==> src/rtl/muntjac_fpu_pkg.sv <==
`default_nettype none
// ============================================================================
//  Module   : muntjac_fpu_pkg
//  Purpose  : Shared FPU types: IEEE rounding modes, divide/sqrt FSM state
//             encoding and the divide/sqrt output significand width.
//  Revision : 1.0 - initial release
// ============================================================================
package muntjac_fpu_pkg;

    typedef enum logic [2:0] {
        RNE = 3'b000,
        RTZ = 3'b001,
        RDN = 3'b010,
        RUP = 3'b011,
        RMM = 3'b100,
        DYN = 3'b111
    } rounding_mode_e;

    typedef enum logic [1:0] {
        IDLE = 2'd0,
        CALC = 2'd1,
        DONE = 2'd2
    } div_sqrt_state_e;

    // 1 integer + 52 fraction + guard + 2 extra bits
    localparam int DivSqrtSigWidth = 56;

endpackage
`default_nettype wire

==> src/rtl/muntjac_fpu_div_sqrt_iter.sv <==
`default_nettype none
// ============================================================================
//  Module   : muntjac_fpu_div_sqrt_iter
//  Purpose  : Iterative radix-2 divide / square-root core. Produces one
//             quotient/root bit per cycle and hands an unrounded result
//             (Q1.(SigWidth-1) significand with jammed sticky) to the
//             downstream rounder. Special operands resolve immediately.
//  Ports    : clk_i/rst_ni        clock, async active-low reset
//             flush_i             abandon current operation
//             req_*               request handshake, opcode, precision, rm
//             a_*/b_*             unpacked operands and class flags
//             resp_valid_o/ready  response handshake
//             remaining *_o       rounder inputs
//  Revision : 1.0 - initial release
// ============================================================================
module muntjac_fpu_div_sqrt_iter
    import muntjac_fpu_pkg::*;
#(
    parameter int ExpWidth = 13,
    parameter int SigWidth = DivSqrtSigWidth
) (
    input  logic                clk_i,
    input  logic                rst_ni,
    input  logic                flush_i,

    input  logic                req_valid_i,
    output logic                req_ready_o,
    input  logic                req_sqrt_i,
    input  logic                req_double_i,
    input  rounding_mode_e      req_rounding_mode_i,

    input  logic                a_sign_i,
    input  logic [ExpWidth-1:0] a_exponent_i,
    input  logic [52:0]         a_significand_i,
    input  logic                a_is_zero_i,
    input  logic                a_is_inf_i,
    input  logic                a_is_nan_i,
    input  logic                a_is_snan_i,

    input  logic                b_sign_i,
    input  logic [ExpWidth-1:0] b_exponent_i,
    input  logic [52:0]         b_significand_i,
    input  logic                b_is_zero_i,
    input  logic                b_is_inf_i,
    input  logic                b_is_nan_i,
    input  logic                b_is_snan_i,

    output logic                resp_valid_o,
    input  logic                resp_ready_i,
    output logic                invalid_operation_o,
    output logic                divide_by_zero_o,
    output logic                use_nan_payload_o,
    output logic                double_o,
    output logic                sign_o,
    output logic                is_zero_o,
    output logic                is_nan_o,
    output logic                is_inf_o,
    output logic [ExpWidth-1:0] exponent_o,
    output logic [SigWidth-1:0] significand_o,
    output rounding_mode_e      rounding_mode_o
);

    localparam int RemWidth = SigWidth + 3;
    localparam int OpWidth  = 54;
    localparam int CntWidth = $clog2(SigWidth);

    // ------------------------------------------------------------------
    // Registers
    // ------------------------------------------------------------------
    div_sqrt_state_e       r_state;
    logic                  r_ready;
    logic                  r_resp_valid;
    logic                  r_sqrt;
    logic                  r_double;
    rounding_mode_e        r_rm;
    logic                  r_sign;
    logic                  r_invalid;
    logic                  r_dbz;
    logic                  r_zero;
    logic                  r_nan;
    logic                  r_inf;
    logic [ExpWidth-1:0]   r_exp;
    logic [RemWidth-1:0]   r_rem;   // partial remainder
    logic [OpWidth-1:0]    r_opb;   // divisor, or radicand shifted 2 bits/cycle
    logic [SigWidth-1:0]   r_res;   // quotient/root shift register
    logic [CntWidth-1:0]   r_cnt;

    // ------------------------------------------------------------------
    // Accept-time operand preparation
    // ------------------------------------------------------------------
    logic                w_a_lt_b;
    logic [OpWidth-1:0]  w_div_dividend;
    logic [OpWidth-1:0]  w_sqrt_radicand;
    logic [ExpWidth-1:0] w_div_exp;
    logic [ExpWidth-1:0] w_sqrt_exp;

    // Pre-shifting the smaller dividend keeps the quotient in [1,2).
    assign w_a_lt_b       = a_significand_i < b_significand_i;
    assign w_div_dividend = w_a_lt_b ? {a_significand_i, 1'b0} : {1'b0, a_significand_i};
    assign w_div_exp      = a_exponent_i - b_exponent_i - ExpWidth'(w_a_lt_b);

    // Odd exponents fold one factor of two into the radicand. An arithmetic
    // shift floors, so (e-1)>>>1 == e>>>1 for odd e and one shift covers both.
    assign w_sqrt_radicand = a_exponent_i[0] ? {a_significand_i, 1'b0} : {1'b0, a_significand_i};
    assign w_sqrt_exp      = $signed(a_exponent_i) >>> 1;

    // ------------------------------------------------------------------
    // Special-case classification
    // ------------------------------------------------------------------
    logic w_div_inv, w_div_nan, w_div_dbz, w_div_inf, w_div_zero;
    logic w_sq_inv, w_sq_nan, w_sq_inf, w_sq_zero;
    logic w_inv, w_nan, w_dbz, w_inf, w_zero, w_special, w_sign;

    assign w_div_inv  = a_is_snan_i | b_is_snan_i | (a_is_zero_i & b_is_zero_i)
                      | (a_is_inf_i & b_is_inf_i);
    assign w_div_nan  = w_div_inv | a_is_nan_i | b_is_nan_i;
    assign w_div_dbz  = ~w_div_nan & b_is_zero_i & ~a_is_inf_i;
    assign w_div_inf  = ~w_div_nan & (a_is_inf_i | b_is_zero_i);
    assign w_div_zero = ~w_div_nan & (a_is_zero_i | b_is_inf_i);

    assign w_sq_inv   = a_is_snan_i | (a_sign_i & ~a_is_zero_i & ~a_is_nan_i);
    assign w_sq_nan   = w_sq_inv | a_is_nan_i;
    assign w_sq_inf   = ~w_sq_nan & a_is_inf_i;
    assign w_sq_zero  = ~w_sq_nan & a_is_zero_i;

    assign w_inv     = req_sqrt_i ? w_sq_inv  : w_div_inv;
    assign w_nan     = req_sqrt_i ? w_sq_nan  : w_div_nan;
    assign w_dbz     = req_sqrt_i ? 1'b0      : w_div_dbz;
    assign w_inf     = req_sqrt_i ? w_sq_inf  : w_div_inf;
    assign w_zero    = req_sqrt_i ? w_sq_zero : w_div_zero;
    assign w_special = w_nan | w_inf | w_zero;
    // Canonical NaN is positive; a legal sqrt operand is +x or -0, so a_sign
    // is the correct sign for every non-NaN sqrt result.
    assign w_sign    = w_nan ? 1'b0 : (req_sqrt_i ? a_sign_i : (a_sign_i ^ b_sign_i));

    // ------------------------------------------------------------------
    // Shared iteration datapath: one subtractor for both operations.
    //  div : trial = rem - divisor,        rem shifts left 1 afterwards
    //  sqrt: trial = (rem<<2 | next pair) - (root<<2 | 1)
    // ------------------------------------------------------------------
    logic [RemWidth-1:0] w_minuend;
    logic [RemWidth-1:0] w_subtrahend;
    logic [RemWidth:0]   w_diff;
    logic                w_bit;
    logic [RemWidth-1:0] w_rem_kept;
    logic [RemWidth-1:0] w_rem_next;
    logic                w_last;
    logic [SigWidth-1:0] w_res_next;

    assign w_minuend    = r_sqrt ? {r_rem[RemWidth-3:0], r_opb[OpWidth-1 -: 2]} : r_rem;
    assign w_subtrahend = r_sqrt ? RemWidth'({r_res, 2'b01}) : RemWidth'(r_opb);
    assign w_diff       = {1'b0, w_minuend} - {1'b0, w_subtrahend};
    assign w_bit        = ~w_diff[RemWidth];
    assign w_rem_kept   = w_bit ? w_diff[RemWidth-1:0] : w_minuend;
    assign w_rem_next   = r_sqrt ? w_rem_kept : (w_rem_kept << 1);
    assign w_last       = (r_cnt == '0);
    // On the final bit, any leftover remainder is jammed into bit 0.
    assign w_res_next   = {r_res[SigWidth-2:0], w_bit | (w_last & (w_rem_next != '0))};

    // ------------------------------------------------------------------
    // FSM and registered outputs
    // ------------------------------------------------------------------
    always_ff @(posedge clk_i or negedge rst_ni) begin
        if (!rst_ni) begin
            r_state      <= IDLE;
            r_ready      <= 1'b1;
            r_resp_valid <= 1'b0;
            r_sqrt       <= 1'b0;
            r_double     <= 1'b0;
            r_rm         <= RNE;
            r_sign       <= 1'b0;
            r_invalid    <= 1'b0;
            r_dbz        <= 1'b0;
            r_zero       <= 1'b0;
            r_nan        <= 1'b0;
            r_inf        <= 1'b0;
            r_exp        <= '0;
            r_rem        <= '0;
            r_opb        <= '0;
            r_res        <= '0;
            r_cnt        <= '0;
        end else if (flush_i) begin
            r_state      <= IDLE;
            r_ready      <= 1'b1;
            r_resp_valid <= 1'b0;
        end else begin
            case (r_state)
                IDLE: begin
                    if (req_valid_i && r_ready) begin
                        r_ready   <= 1'b0;
                        r_sqrt    <= req_sqrt_i;
                        r_double  <= req_double_i;
                        r_rm      <= req_rounding_mode_i;
                        r_sign    <= w_sign;
                        r_invalid <= w_inv;
                        r_dbz     <= w_dbz;
                        r_zero    <= w_zero;
                        r_nan     <= w_nan;
                        r_inf     <= w_inf;
                        r_exp     <= req_sqrt_i ? w_sqrt_exp : w_div_exp;
                        r_rem     <= req_sqrt_i ? '0 : RemWidth'(w_div_dividend);
                        r_opb     <= req_sqrt_i ? w_sqrt_radicand : {1'b0, b_significand_i};
                        r_res     <= '0;
                        r_cnt     <= CntWidth'(SigWidth - 1);
                        r_state   <= w_special ? DONE : CALC;
                    end
                end
                CALC: begin
                    r_rem <= w_rem_next;
                    r_res <= w_res_next;
                    r_cnt <= r_cnt - 1'b1;
                    if (r_sqrt) begin
                        r_opb <= r_opb << 2;
                    end
                    if (w_last) begin
                        r_state <= DONE;
                    end
                end
                DONE: begin
                    // First DONE cycle publishes; afterwards hold until taken.
                    if (!r_resp_valid) begin
                        r_resp_valid <= 1'b1;
                    end else if (resp_ready_i) begin
                        r_resp_valid <= 1'b0;
                        r_ready      <= 1'b1;
                        r_state      <= IDLE;
                    end
                end
                default: begin
                    r_state      <= IDLE;
                    r_ready      <= 1'b1;
                    r_resp_valid <= 1'b0;
                end
            endcase
        end
    end

    assign req_ready_o         = r_ready;
    assign resp_valid_o        = r_resp_valid;
    assign invalid_operation_o = r_invalid;
    assign divide_by_zero_o    = r_dbz;
    assign use_nan_payload_o   = 1'b0;
    assign double_o            = r_double;
    assign sign_o              = r_sign;
    assign is_zero_o           = r_zero;
    assign is_nan_o            = r_nan;
    assign is_inf_o            = r_inf;
    assign exponent_o          = r_exp;
    assign significand_o       = r_res;
    assign rounding_mode_o     = r_rm;

endmodule
`default_nettype wire
==> config.mk <==
export PLATFORM = sky130hd
export DESIGN_NAME = muntjac_fpu_div_sqrt_iter
export DESIGN_NICKNAME = d
export VERILOG_FILES = /design/src/rtl/muntjac_fpu_pkg.sv /design/src/rtl/muntjac_fpu_div_sqrt_iter.sv
export SDC_FILE = /design/constraint.sdc
export NUM_CORES = 1
export LEC_CHECK = 0
export ABC_CLOCK_PERIOD_IN_PS = 7000
export CAP_MARGIN = 15
export CORE_ASPECT_RATIO = 1.1
export CORE_MARGIN = 2
export CORE_UTILIZATION = 52
export CTS_CLUSTER_DIAMETER = 80
export CTS_CLUSTER_SIZE = 28
export DETAILED_ROUTE_END_ITERATION = 10
export PLACE_DENSITY = 0.78
export SYNTH_ARGS = -nofsm -noshare
export SYNTH_HDL_FRONTEND = slang
export SYNTH_SLANG_ARGS = --single-unit
==> constraint.sdc <==
create_clock -name clk_i -period 7 [get_ports clk_i]
set_input_delay 1.4 -clock clk_i [delete_from_list [all_inputs] [get_ports clk_i]]
set_output_delay 1.4 -clock clk_i [all_outputs]
set_load 0.01 [all_outputs]
==> reports/metrics.cfg, run 1 <==
[run_status]
outcome=complete, no violations

[placement]
io_buffers=232
pre_cts_slack_ns=0.173
dp_hpwl_mm=51.9
gp_congestion=0.951

[grt]
antenna_found_initial=2
grt_pass1_vias=18300
use_met1_pct=49.5
grt_usage_pct=35.9
grt_pass1_wl_mm=105
met2_usage_pct=54.7

[layout]
largest_class=logic gates
seq_area_sq_um=5080
drive_gt1_share_pct=6.67
clock_area_share_pct=2.76
flop-count=203
fin_nets=2751
layout_top_cell=nand2_1
antennaDiodeCount=1
sh_seq_area_pct=23.0
nFillCells=3247
syn_to_final_growth_pct=17.3

[logic_synthesis]
synth_top_cell_by_count=nand2_1
syn_avg_cell_area_sq_um=8.07
topCombFamilyByArea=AND-OR/OR-AND gates
ys_sh_adder_pct=9.07
yosys-stat-area_sq_um=18900
ys_sh_simple_pct=15.8
yosys_most_used_dff=dfrtp_1
async_reset_ff_share_pct=100
aoi_share_pct=26.8
xor_area_share_pct=2.60
largest_area_cell=dfrtp_1
netlist_area_sq_um=18900
synth-edff-count=0
top_cell_area_share_pct=26.8
syn_inst=2340

[die]
rows=73
die_h_um=204
die-width_um=186
initCoreUtil_pct=52.4

[timing]
fin_tns_setup_ns=0
hold_slack_ns=0.487
min_period_ns=6.27
fin_ws_ns=0.734
slew_headroom_pct=31.6

[critical_path]
cp_top_family=AND-OR/OR-AND gates
crit_type=in -> reg
required_ns=7.42
endpoint=exponent_o[12]
rr_worst_depth=17
critPathMaxStageDelay_ns=0.50
crit_path_end_kind=register
startpoint_type=input port
critPathSlowestCell=clkdlybuf4s50_1

[routing]
routedWlPerCell_um=23.0
drtAntennaViolNets=0

[worst_hold_path]
min_path_cells=2
min_from=is_zero_o

[clocking]
clock_latency_ns=0.56
ctsResizeCount=0
root_buffer=clkbuf_16
cts_max_path_buffers=3

[pwr]
p_int_mw=4.59
swShare_pct=52.9
ir_drop_mv=0.395
cellPowerDensity_nw_per_um2=440
combinationalPowerShare_pct=71.3

## run 1: power by group through the flow
stage	Combinational (mW)	Clock, mW	Sequential [mW]
2_1_floorplan	4.82	0	1.64
3_3_place_gp	6.67	0	1.71
3_5_place_dp	6.71	0	1.72
4_1_cts	6.77	1.09	1.70
5_1_grt	7.51	1.13	1.74
6_report	6.94	1.08	1.72
## run 1: metal layers
metal  up-vias  part of all wire, %
met1      9174                   42
met3       131                   10
met4         2                  3.7
li1       8795                    -
met5         -                0.018
met2       894                   44
## run 1: flip-flops by register name, indices dropped and copies added, names as in the netlist, 2 cells and up
signal,count
r_rem,59
exponent_o,13
significand_o,56
rounding_mode_o,3
r_state,2
r_cnt,6
r_opb,54
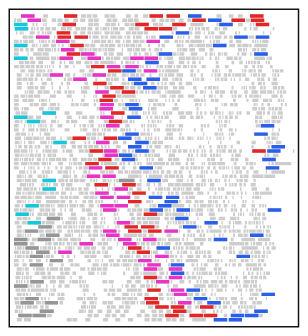
**Above:** run 1 (sequential cells colored by netlist name).
Other sequential cells in the stronger gray, the rest of the logic in the fainter gray.
Key: blue = `r_rem` [flops 59]; magenta = `r_opb` [flops 54]; red = `significand_o` [flops 56]; cyan = `exponent_o` [flops 13]

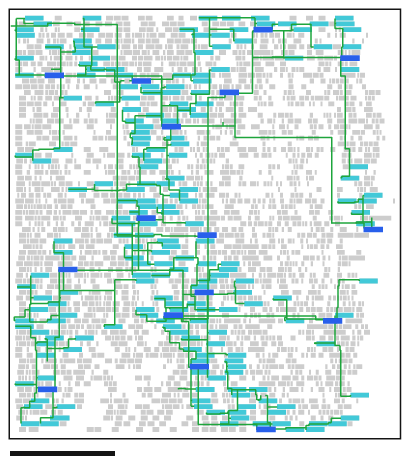
**Above:** run 1 (clock distribution).
Scale bar: 50 um.
Key: green = clock wires [length 2970 um]; blue = clock drivers [count 16]; cyan = flip-flops [count 203]
Position of the flops: spread over the die. There are 17 routed clock nets.

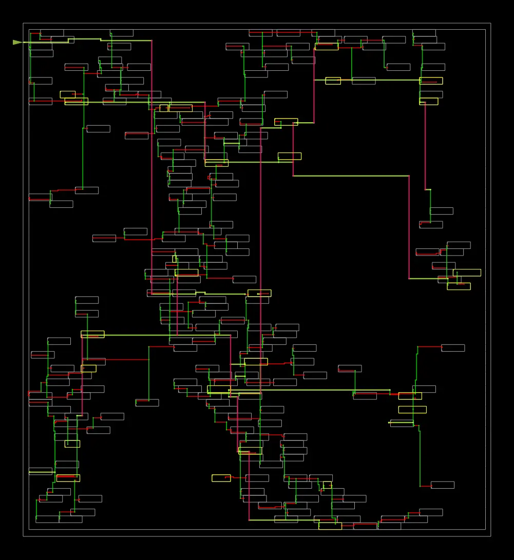
**Above:** run 1 (clock routing).
CTS Sinks: 203
skew final: 0.0335 ns
Clock group: 1.08 mW
CTS buffer count: 16

==> run 1 -> run 2 <==
- ABC_CLOCK_PERIOD_IN_PS: 7000 -> unset
- SLEW_MARGIN: unset -> 20
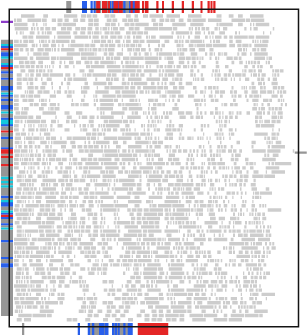
**Above:** run 2 (pin map).
Pins as bars across the die edge, other pins in gray.
Key: purple = `clk_i` [pins 1, direction input, edge left]; red = `significand_o` [pins 56, direction output, edge 27 top, 21 bottom, 8 left]; blue = `a_significand_i` [pins 53, direction input, edge 26 left, 15 bottom, 12 top]; cyan = `exponent_o` [pins 13, direction output, edge left]

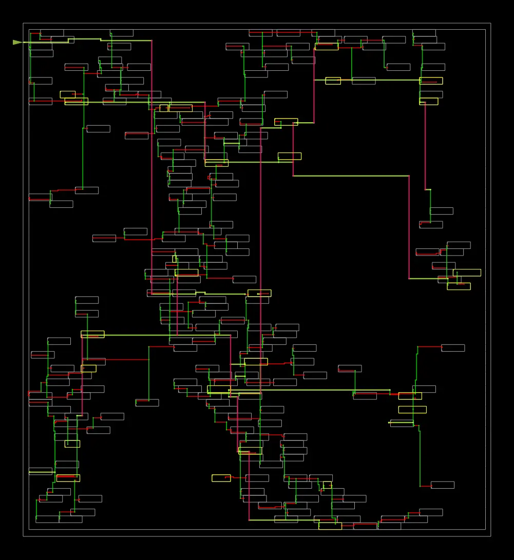
**Above:** run 2 (clock routing).
number of clock buffers in the layout: 18
Flops: 203
Insertion Delay late pin: 0.56 ns

==> run 2 against run 1 <==
  * Non-clock buffer count unchanged
  * Highest routed layer unchanged
  * Largest power group unchanged
  * Critical path type unchanged
  * Hold slack unchanged
  * Sequential power about the same
  * Cell area unchanged
  * Via count unchanged
==> reports/metrics.cfg, run 2 <==
[run_status]
outcome=complete, no violations

[logic_synthesis]
ys_sh_adder_pct=9.07  ; unchanged
async_reset_ff_share_pct=100  ; unchanged
aoi_share_pct=26.8  ; unchanged
ys_cells=2340
largest_area_cell=dfrtp_1
yosys_most_used_dff=dfrtp_1
top_cell_area_share_pct=26.8  ; unchanged
netlist_area_sq_um=18900  ; unchanged
xor_area_share_pct=2.60  ; unchanged
topCombFamilyByArea=AND-OR/OR-AND gates
syn_inst=2340  ; unchanged
syn_avg_cell_area_sq_um=8.07  ; unchanged
ys_sh_simple_pct=15.8  ; unchanged
synth_top_cell_by_count=nand2_1
synth-edff-count=0  ; unchanged
yosys-stat-area_sq_um=18900  ; unchanged
mux_area_share_pct=12.8

[critical_path]
crit_path_end_kind=register
crit_type=in -> reg
rr_worst_depth=17  ; unchanged
cp_top_family=AND-OR/OR-AND gates
required_ns=7.42  ; about the same
critPathSlowestCell=clkdlybuf4s50_1
startpoint_type=input port
critPathMaxStageDelay_ns=0.50  ; about the same
cp.arrival_ns=6.69
r2r-end=significand_o[0]
endpoint=exponent_o[12]

[routing]
num_vias=19000
top_layer=met5
wl_met3_mm=6.96  ; unchanged
routedWlPerCell_um=23.0  ; unchanged
drtAntennaViolNets=0  ; unchanged
dr_wl_met2_mm=29.9  ; unchanged
met1Wirelength_mm=28.7  ; unchanged

[layout]
largest-register=r_rem
layout_top_cell=nand2_1
sh_seq_area_pct=23.0  ; unchanged
seq_area_sq_um=5080  ; unchanged
nFillCells=3247  ; unchanged
clock_area_share_pct=2.76  ; unchanged
antennaDiodeCount=1  ; unchanged
largest_class=logic gates
fin_nets=2751  ; unchanged
drive_gt1_share_pct=6.67  ; unchanged
syn_to_final_growth_pct=17.3  ; unchanged
largest_register_ffs=59  ; unchanged
comb_area_sq_um=12700

[timing]
clock.fmax_mhz=160
fin_tns_setup_ns=0  ; unchanged
min_period_ns=6.27  ; unchanged
fin_skew_ns=0.0335  ; unchanged
hold_slack_ns=0.487  ; unchanged
slew_headroom_pct=31.6  ; unchanged

[placement]
dp_hpwl_mm=51.9  ; unchanged
gp_congestion=0.951  ; unchanged
io_buffers=232  ; unchanged

[worst_hold_path]
min_from=is_zero_o
min_path_cells=2  ; unchanged

[grt]
grt_pass1_wl_mm=105  ; unchanged
met2_usage_pct=54.7  ; unchanged
grt_pass1_vias=18300  ; unchanged
use_met1_pct=49.5  ; unchanged
antenna_found_initial=2  ; unchanged
grt_usage_pct=35.9  ; unchanged

[die]
initCoreUtil_pct=52.4  ; unchanged
die_h_um=204  ; unchanged
die-width_um=186  ; unchanged
rows=73  ; unchanged

[pwr]
ir_drop_mv=0.395  ; unchanged
cellPowerDensity_nw_per_um2=440  ; unchanged

[clocking]
cts_max_path_buffers=3  ; unchanged
clk_pin_slew_ns=0.10
ctsResizeCount=0  ; unchanged
cts_buffers=16  ; unchanged
cts_sinks=203  ; unchanged
root_buffer=clkbuf_16

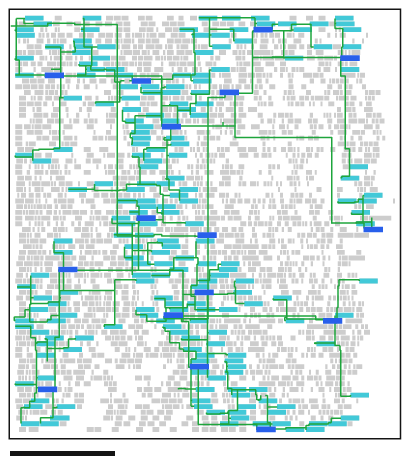
**Above:** run 2 (clock distribution).
Scale bar: 50 um.
Key: blue = clock drivers [count 16]; green = clock wires [length 2970 um]; cyan = flip-flops [count 203]
There are 17 routed clock nets.

[run 2: cell counts after synthesis]
No cell type changed its count.
[run 2: report_power, final]
part | internal, mW | switching (mW)
registers | 1.44 | 0.280
clock network | 0.497 | 0.582
logic | 2.65 | 4.29
[run 2: stage by stage]
step / cells / setup slack [ns]
6_report: 2962 / 0.734
5_1_grt: 2961 / 0.252
4_1_cts: 2961 / 0.712
3_5_place_dp: 2933 / 0.173
3_3_place_gp: 2933 / 0.230
2_1_floorplan: 2340 / 0.523
[run 2: worst register-to-register path, delay by kind of cell, from the launching register on]
kind	cells	cell delay [ns]
buffers and inverters	3	0.87
AND-OR/OR-AND	8	2.54
adder cells (fa/ha/maj)	1	0.45
multiplexers	1	0.56
AND/OR/NAND/NOR	4	1.16
flip-flops	1	0.47
==> run 2 -> run 3 <==
- HOLD_SLACK_MARGIN: unset -> 0.1
- MAX_ROUTING_LAYER: unset -> met4
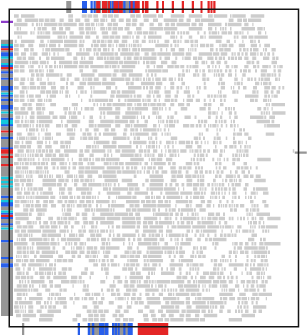
**Above:** run 3 (pin map).
Pins as bars across the die edge, other pins in gray.
Key: purple = `clk_i` [pins 1, direction input, edge left]; red = `significand_o` [pins 56, direction output, edge 27 top, 21 bottom, 8 left]; blue = `a_significand_i` [pins 53, direction input, edge 26 left, 15 bottom, 12 top]; cyan = `exponent_o` [pins 13, direction output, edge left]

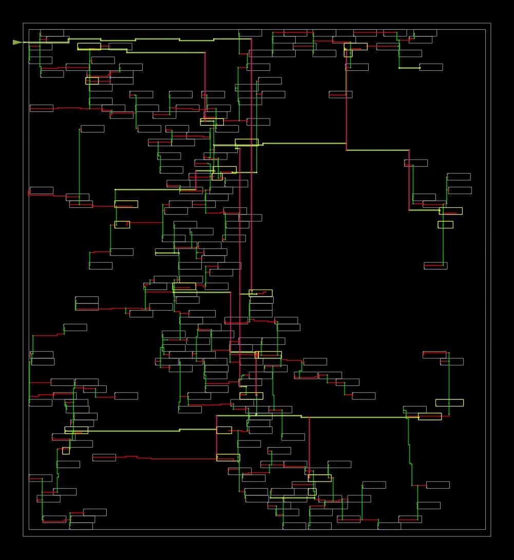
**Above:** run 3 (clock routing).
number of clock buffers in the layout: 17
CTS buffer count: 15
Insertion Delay late pin: 0.52 ns
Clock group: 954 uW
skew final: 0.0277 ns

==> run 3 against run 2 <==
  * Final cell count fell by 0.14%
  * Critical path type unchanged
  * Critical path depth did not move
  * Via count about the same
  * Global-route usage is 0.34 points higher
  * Largest power group unchanged
  * Sequential power about the same
  * Core utilization down 0.34 points
  * Sequential cell count is the same
  * First-iteration DRC count up 3.3%
  * Clock power fell by about 10%
==> reports/metrics.cfg, run 3 <==
[layout]
drive_gt1_share_pct=6.52  ; -0.15 points
antennaDiodeCount=1  ; unchanged
seq_area_sq_um=5080  ; unchanged
comb_area_sq_um=12700  ; unchanged
clock_area_share_pct=2.31  ; -0.46 points
largest_register_ffs=59  ; unchanged
layout_top_cell=nand2_1

[logic_synthesis]
synth_top_cell_by_count=nand2_1
yosys_most_used_dff=dfrtp_1
ys_sh_simple_pct=15.8  ; unchanged
top_cell_area_share_pct=26.8  ; unchanged
netlist_area_sq_um=18900  ; unchanged
largest_area_cell=dfrtp_1
syn_avg_cell_area_sq_um=8.07  ; unchanged
topCombFamilyByArea=AND-OR/OR-AND gates
async_reset_ff_share_pct=100  ; unchanged
aoi_share_pct=26.8  ; unchanged
yosys-stat-area_sq_um=18900  ; unchanged

[die]
initCoreUtil_pct=52.4  ; unchanged
rows=73  ; unchanged
die_h_um=204  ; unchanged

[grt]
met2_usage_pct=54.5  ; -0.25 points
grt_pass1_vias=17900  ; -2.1%
antenna_found_initial=1  ; -1
grt_pass1_wl_mm=103  ; -1.9%
use_met1_pct=50.6  ; +1.1 points

[clocking]
ctsResizeCount=0  ; unchanged
root_buffer=clkbuf_16
cts_max_path_buffers=3  ; unchanged

[placement]
io_buffers=232  ; unchanged
dp_hpwl_mm=51.6  ; -0.49%
gp_congestion=0.968  ; +1.8%

[pwr]
comb-power_mw=6.88  ; -0.9%
p_seq_share_pct=18.0  ; +0.4 points
cellPowerDensity_nw_per_um2=434  ; -1.4%
power_frac_clock_pct=10.0  ; -1.1 points
switchingPower_mw=5.06  ; -1.8%
combinationalPowerShare_pct=72.0  ; +0.7 points

[routing]
drtAntennaViolNets=0  ; unchanged
top_layer=met4
met1Wirelength_mm=29.3  ; +1.8%
routedWlPerCell_um=22.7  ; -1.2%
dr_wl_met2_mm=29.9  ; about the same

[critical_path]
startpoint_type=input port
critPathSlowestCell=o21ai_0
crit_type=in -> reg
cp.arrival_ns=6.86  ; +0.17 ns
rr_worst_depth=18  ; +1
critPathMaxStageDelay_ns=0.54  ; +0.04 ns
cp_top_family=AND-OR/OR-AND gates
required_ns=7.40  ; -0.02 ns
endpoint=exponent_o[12]

[worst_hold_path]
min_path_cells=2  ; unchanged

[timing]
fin_tns_setup_ns=0  ; unchanged

[run_status]
outcome=complete, no violations

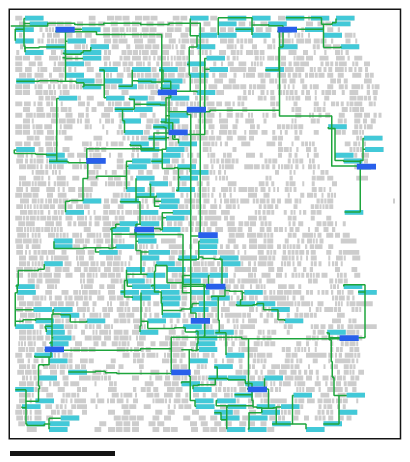
**Above:** run 3 (clock distribution).
Scale bar: 50 um.
Key: cyan = flip-flops [count 203]; blue = clock drivers [count 15]; green = clock wires [length 2940 um]
Position of the flops: spread over the die.

-- run 3: cells by family (layout without fill, tap and decap cells) --
family                     after synthesis  in the layout
AOI/OAI and AO/OA                      797            797
and+or+nand+nor                        642            642
buffers and inverters                  287            417
muxes                                  219            219
DFF                                    203            203
adders and majority gates              135            135
xor gates and xnor gates                56             56
other                                    1              2
-- run 3: metrics by stage --
| stage | utilization (%) | cell area, sq um | cells | setup slack [ns] |
|---|---|---|---|---|
| 3_5_place_dp | 59.8 | 21500 | 2932 | 0.133 |
| 3_3_place_gp | 59.8 | 21500 | 2932 | 0.221 |
| 6_report | 61.2 | 22000 | 2958 | 0.540 |
| 4_1_cts | 61.2 | 22000 | 2957 | 0.660 |
| 5_1_grt | 61.2 | 22000 | 2958 | 0.192 |
| 2_1_floorplan | - | 18900 | 2340 | 0.523 |
Power is estimated from default activity; no workload was simulated.
